**Run 1: signal wires on met1**

Drawn at 2 px/um. Supply wires on this layer in grey.
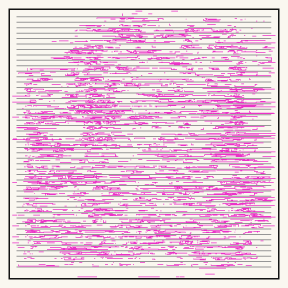
**Run 1: signal wires on met3**

Drawn at 4 px/um.
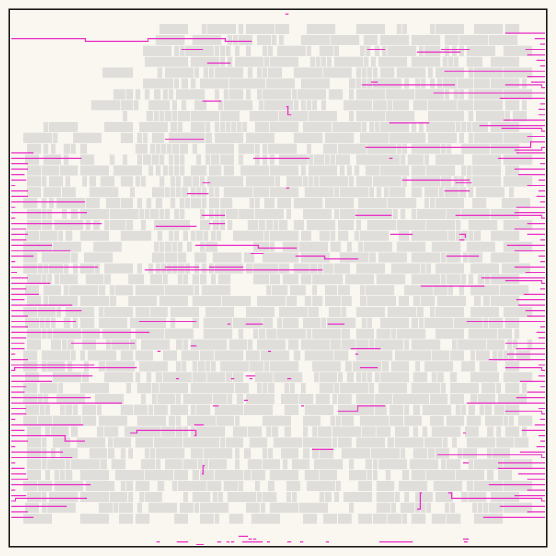
**Run 1: the clock network**

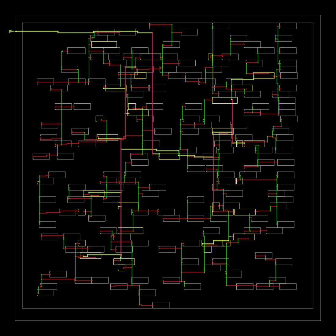
File: src/rtl/neuromorphic_x1_ctrl_pkg.sv
// Shared types and widths for the NEUROMORPHIC_X1 macro sequencer.
package neuromorphic_x1_ctrl_pkg;

  localparam int MAC_DW   = 32;
  localparam int MAC_SELW = 4;
  localparam int NUM_REQ  = 2;

  typedef enum logic [1:0] {
    IDLE = 2'd0,
    BUSY = 2'd1,
    RESP = 2'd2
  } state_t;

  typedef struct packed {
    logic                rwb;
    logic [MAC_DW-1:0]   ad;
    logic [MAC_DW-1:0]   di;
    logic [MAC_SELW-1:0] sel;
  } req_t;

endpackage

File: src/rtl/neuromorphic_x1_rr_arb.sv
// Two-input round-robin arbiter. The pointer remembers the last winner and
// only moves when the caller reports an accepted grant.
module neuromorphic_x1_rr_arb
  import neuromorphic_x1_ctrl_pkg::*;
(
  input  logic               clk,
  input  logic               rst,
  input  logic [NUM_REQ-1:0] valid,
  input  logic               advance,
  output logic [NUM_REQ-1:0] grant
);

  logic last_grant;

  // A lone requester wins outright; on contention the one not served last wins.
  always_comb begin
    grant = valid;
    if (&valid) grant = last_grant ? 2'b01 : 2'b10;
  end

  // Pointer starts at 1 so requester 0 takes the first contest.
  always_ff @(posedge clk) begin
    if (rst)          last_grant <= 1'b1;
    else if (advance) last_grant <= grant[1];
  end

endmodule

File: src/rtl/neuromorphic_x1_ctrl.sv
// Sequencer and two-port arbiter for the NEUROMORPHIC_X1 macro: grants one
// request at a time, holds EN until func_ack or timeout, returns a 1-cycle
// response to the requester that owned the transaction.
module neuromorphic_x1_ctrl
  import neuromorphic_x1_ctrl_pkg::*;
#(
  parameter int TIMEOUT_CYCLES = 1024
) (
  input  logic                CLKin,
  input  logic                RSTin,
  input  logic                req0_valid,
  output logic                req0_ready,
  input  logic                req0_rwb,
  input  logic [MAC_DW-1:0]   req0_ad,
  input  logic [MAC_DW-1:0]   req0_di,
  input  logic [MAC_SELW-1:0] req0_sel,
  input  logic                req1_valid,
  output logic                req1_ready,
  input  logic                req1_rwb,
  input  logic [MAC_DW-1:0]   req1_ad,
  input  logic [MAC_DW-1:0]   req1_di,
  input  logic [MAC_SELW-1:0] req1_sel,
  output logic                rsp0_valid,
  output logic [MAC_DW-1:0]   rsp0_do,
  output logic                rsp0_err,
  output logic                rsp1_valid,
  output logic [MAC_DW-1:0]   rsp1_do,
  output logic                rsp1_err,
  output logic                mac_en,
  output logic                mac_r_wb,
  output logic [MAC_DW-1:0]   mac_ad,
  output logic [MAC_DW-1:0]   mac_di,
  output logic [MAC_SELW-1:0] mac_sel,
  input  logic [MAC_DW-1:0]   mac_do,
  input  logic                mac_func_ack,
  output logic                busy
);

  localparam int               CNT_W    = 16;
  localparam logic [CNT_W-1:0] CNT_LAST = CNT_W'(TIMEOUT_CYCLES - 1);

  state_t                          state, state_nxt;
  logic [CNT_W-1:0]                cnt;
  logic                            owner;
  logic [NUM_REQ-1:0]              valid, grant, ready;
  req_t [NUM_REQ-1:0]              req;
  req_t                            req_win;
  logic                            hs, ack, tmo;
  logic [NUM_REQ-1:0]              rsp_valid_q, rsp_err_q;
  logic [NUM_REQ-1:0][MAC_DW-1:0]  rsp_do_q;

  assign valid  = {req1_valid, req0_valid};
  assign req[0] = {req0_rwb, req0_ad, req0_di, req0_sel};
  assign req[1] = {req1_rwb, req1_ad, req1_di, req1_sel};

  neuromorphic_x1_rr_arb u_arb (
    .clk     (CLKin),
    .rst     (RSTin),
    .valid   (valid),
    .advance (hs),
    .grant   (grant)
  );

  // Ready only in IDLE and never while reset is held.
  assign ready   = (state == IDLE && !RSTin) ? grant : '0;
  assign hs      = |(ready & valid);
  assign req_win = grant[1] ? req[1] : req[0];
  // Ack outside BUSY is ignored; ack takes priority over an expiring timeout.
  assign ack     = (state == BUSY) && mac_func_ack;
  assign tmo     = (state == BUSY) && (cnt == CNT_LAST);

  // State register.
  always_ff @(posedge CLKin) begin
    if (RSTin) state <= IDLE;
    else       state <= state_nxt;
  end

  // Next-state logic.
  always_comb begin
    state_nxt = state;
    case (state)
      IDLE:    if (hs) state_nxt = BUSY;
      BUSY:    if (ack || tmo) state_nxt = RESP;
      RESP:    state_nxt = IDLE;
      default: state_nxt = IDLE;
    endcase
  end

  // Macro drive, timeout counter and response registers.
  always_ff @(posedge CLKin) begin
    if (RSTin) begin
      mac_en      <= 1'b0;
      mac_r_wb    <= 1'b1;
      mac_ad      <= '0;
      mac_di      <= '0;
      mac_sel     <= '0;
      cnt         <= '0;
      owner       <= 1'b0;
      rsp_valid_q <= '0;
      rsp_do_q    <= '0;
      rsp_err_q   <= '0;
    end else begin
      rsp_valid_q <= '0;
      rsp_do_q    <= '0;
      rsp_err_q   <= '0;
      if (hs) begin
        mac_en   <= 1'b1;
        mac_r_wb <= req_win.rwb;
        mac_ad   <= req_win.ad;
        mac_di   <= req_win.di;
        mac_sel  <= req_win.sel;
        owner    <= grant[1];
        cnt      <= '0;
      end else if (ack || tmo) begin
        // Writes and timeouts return zero data.
        mac_en             <= 1'b0;
        rsp_valid_q[owner] <= 1'b1;
        rsp_do_q[owner]    <= (ack && mac_r_wb) ? mac_do : '0;
        rsp_err_q[owner]   <= !ack;
      end else if (state == BUSY) begin
        cnt <= cnt + 1'b1;
      end
    end
  end

  assign req0_ready = ready[0];
  assign req1_ready = ready[1];
  assign rsp0_valid = rsp_valid_q[0];
  assign rsp1_valid = rsp_valid_q[1];
  assign rsp0_do    = rsp_do_q[0];
  assign rsp1_do    = rsp_do_q[1];
  assign rsp0_err   = rsp_err_q[0];
  assign rsp1_err   = rsp_err_q[1];
  assign busy       = (state != IDLE);

endmodule

File: config.mk
export PLATFORM = sky130hd
export DESIGN_NAME = neuromorphic_x1_ctrl
export DESIGN_NICKNAME = d
export VERILOG_FILES = /design/src/rtl/neuromorphic_x1_ctrl_pkg.sv /design/src/rtl/neuromorphic_x1_rr_arb.sv /design/src/rtl/neuromorphic_x1_ctrl.sv
export SDC_FILE = /design/constraint.sdc
export NUM_CORES = 1
export LEC_CHECK = 0
export ABC_AREA = 1
export ABC_CLOCK_PERIOD_IN_PS = 1700
export CORE_MARGIN = 3
export CORE_UTILIZATION = 42
export DETAILED_ROUTE_END_ITERATION = 6
export GPL_ROUTABILITY_DRIVEN = 1
export PLACE_DENSITY_LB_ADDON = 0.08
export SYNTH_ARGS = -nofsm -noshare
export SYNTH_HDL_FRONTEND = slang
export SYNTH_SLANG_ARGS = --single-unit
File: constraint.sdc
create_clock -name CLKin -period 1.7 [get_ports CLKin]
set_input_delay 0.425 -clock CLKin [delete_from_list [all_inputs] [get_ports CLKin]]
set_output_delay 0.425 -clock CLKin [all_outputs]
set_load 0.1 [all_outputs]
==> impl_metrics.ini, run 1 <==
; implementation run metrics
[clock_network]
clkTransAtPathRegs_ps = 60
clock_tree_from_tritoncts = built
clock_path_buffers = 2
ctsRootBufferMaster = sky130_fd_sc_hd__clkbuf_16
clk-insertion-delay-late_ps = 420

[sta]
slew_headroom_pct = 74.3
setup_total_negative_slack_ps = -27.3
report.final.slew_viol_count = 0
finalSetupViolCount = 2
timing.final.ws_setup_ps = -23.2
period_minus_slack_ps = 1720
fin_skew_ps = 6.80
grt_setup_unrepaired = yes

[power_and_ir_drop]
largestPowerGroup = combinational logic
seq_power_share_pct = 33.5
comb-power_mw = 4.33

[placed_design]
portBuffers = 315
pre_cts_slack_ps = -475
place.detailed.hpwl_mm = 17.7

[global_route]
number_of_global_route_vias_before_repair = 6977
grt-ovfl-total = 0
globalRouteMet2Util_pct = 46.5
track_usage_pct = 25.5
grt_use_met1_pct = 27.4

[layout]
area.sequential_um2 = 3170
final-nonclk-buf-share_pct = 39.6
sh_seq_area_pct = 24.8
max_area_cell_class = non-clock buffers
final-comb-area_um2 = 3200
area.share.combinational_pct = 25.0
final_net_count = 1407

[hold_path]
hold_path_depth = 2
hold_path.class = flop to flop

[synth]
yosys-top-cells-count = 228 x sky130_fd_sc_hd__nor2_1, 158 x sky130_fd_sc_hd__dfxtp_1, 131 x sky130_fd_sc_hd__nand2_1
ys_sh_aoi_pct = 15.9
netlist.top_cell.by_instances = sky130_fd_sc_hd__nor2_1

[drt]
detailroute.wirelength.met3_mm = 1.74
drt-total-wl_mm = 23.3
met2_wirelength_mm = 12.0

[outcome]
failed_checks = negative setup slack
run_status = finished with violations

[setup_path]
r2r_start = cnt[1]
critical_path.startpoint_type = flop
setup.worst_path.end_class = output port
regToRegSetupSlack_ps = 110
worst_setup_path_endpoint = req1_ready

[die]
nWellTaps = 216
chip_area_um2 = 17900
## Picture notes: 'signal wires on met1'
- wire length on this layer: 8,600 um
- share of all routed wire: 37%
- nets with wire on the layer: 1,237
- main direction: horizontal

## Picture notes: 'signal wires on met3'
- nets with wire on the layer: 201
- share of all routed wire: 7.5%
- wire length on this layer: 1,740 um

## Picture notes: 'the clock network'
number of buffers created by CTS: 17
number of clock sinks seen by CTS: 158
flop count: 158
reported clock group power: 3.99 mW

==> run 1: critical path, cell delays in order (launching register included) <==
cell and delay [ps]:
sky130_fd_sc_hd__dfxtp_2 340, sky130_fd_sc_hd__nand2_2 80, sky130_fd_sc_hd__nand2_4 60, sky130_fd_sc_hd__nor2_4 110, sky130_fd_sc_hd__buf_6 110, sky130_fd_sc_hd__buf_12 160
==> run 1: metrics by stage <==
stage	instances	power [mW]	hold WS [ps]	cell area, um^2
detailed placement	1422	8.57	490	12100
global placement	1422	8.52	488	12100
CTS	1459	12.6	488	12700
floorplan	907	6.76	472	7170
finish	1460	12.5	491	12800
global route	1460	12.9	511	12800
==> run 1: what timing repair did <==
action	4_1_cts	5_1_grt
gates resized	14	9
endpoints found under the setup margin	41	77
pin swaps	4	2
buffers inserted	5	1
hold buffers	0	0
==> run 2, diff against run 1 <==
- CAP_MARGIN: unset -> 20
- CORE_AREA: unset -> 3 3 122 124
- CORE_MARGIN: 3 -> unset
- CORE_UTILIZATION: 42 -> unset
- DIE_AREA: unset -> 0 0 125 127
- DONT_BUFFER_PORTS: unset -> 1
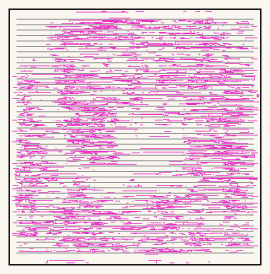
**Above:** run 2 (signal wires on met1).
Drawn at 2 px/um. Supply wires on this layer in grey.
- longest straight run: 28.5 um
- main direction: horizontal
- nets with wire on the layer: 1,128

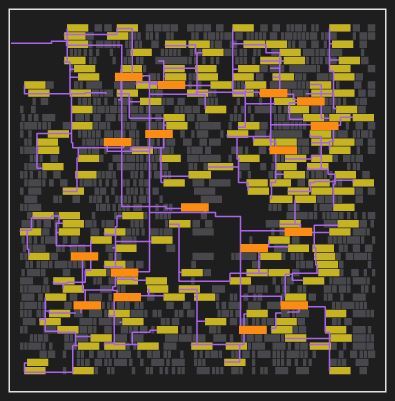
**Above:** run 2 (clock network drawn from the DEF).
Drawn at 3 px/um.
- clock wires: purple (length 1,750 um)
- flip-flops: yellow (count 158)
- clock-net drivers: orange (count 17)
- routed clock nets: 18

==> impl_metrics.ini, run 2 <==
; implementation run metrics
[layout]
final_net_count = 1223
final-comb-area_um2 = 3210

[clock_network]
cts_sinks = 158
clock_tree_from_tritoncts = built
ctsRootBufferMaster = sky130_fd_sc_hd__clkbuf_16
cts.repair.resized = 12
cts_made_buffers = 17
cts.hold.buffers_added = 0

[placed_design]
pre_cts_slack_ps = 99.3
portBuffers = 0
place.detailed.hpwl_mm = 14.7

[setup_path]
setup.worst_path.end_class = output port
regToRegSetupSlack_ps = 100
path_buffers = 2
critical_path.startpoint_type = flop
worst_setup_path_endpoint = req0_ready
crit_cells = 4
critical_path.max_stage_delay_ps = 360
critPathSlowestCell = sky130_fd_sc_hd__dfxtp_4
crit_path_cell_trace = inv_4 -> nand3_4 -> nor2_4 -> buf_12
r2r_start = state[0]
cp_top_family = flip-flops

[synth]
ys_sh_aoi_pct = 15.9
netlist.top_cell.by_instances = sky130_fd_sc_hd__nor2_1
yosys-top-cells-count = 228 x sky130_fd_sc_hd__nor2_1, 158 x sky130_fd_sc_hd__dfxtp_1, 131 x sky130_fd_sc_hd__nand2_1

[drt]
drt-total-wl_mm = 19.5
detailroute.wirelength.met3_mm = 1.30

[sta]
finalSetupViolCount = 0
report.final.slew_viol_count = 0
slew_headroom_pct = 69.2
grt_setup_unrepaired = yes
fin_skew_ps = 7.52
fin_worst_hold_slack_ps = 71.4
timing.final.ws_setup_ps = 14.9
period_minus_slack_ps = 1690

[global_route]
track_usage_pct = 23.7
grt_use_met1_pct = 27.1
globalRouteMet2Util_pct = 41.5
grt-ovfl-total = 0

[power_and_ir_drop]
seq_power_share_pct = 35.9
total_power_mw = 11.2

[hold_path]
hold_path.class = input pin to flop

[die]
chip_area_um2 = 15900

[outcome]
run_status = finished clean
## run 2: power groups by stage
stage / Clock [mW] / Combinational [mW] / Sequential, mW
floorplan: 0 / 1.05 / 5.71
global placement: 0 / 3.24 / 4.09
detailed placement: 0 / 3.27 / 4.10
CTS: 3.90 / 3.31 / 4.02
global route: 4.06 / 3.52 / 4.04
finish: 3.82 / 3.34 / 4.02
## run 2: through the flow
step	cell area [um^2]	cells	setup TNS (ps)
after floorplan	7170	907	-6790
after global placement	8400	1201	0
after detailed placement	8400	1201	0
after CTS	9060	1237	-10.5
after global routing	9180	1240	-195
final	9180	1240	0
## run 2: layout make-up
cell class	instances	area share, %
Tap cell	180	2.45
Multi-Input combinational cell	576	34.9
Timing Repair Buffer	175	16.4
Inverter	119	5.10
Sequential cell	158	34.5
Clock inverter	13	1.64
Clock buffer	19	4.94
Power figures rest on the tool's default switching activity, not on a simulated workload.
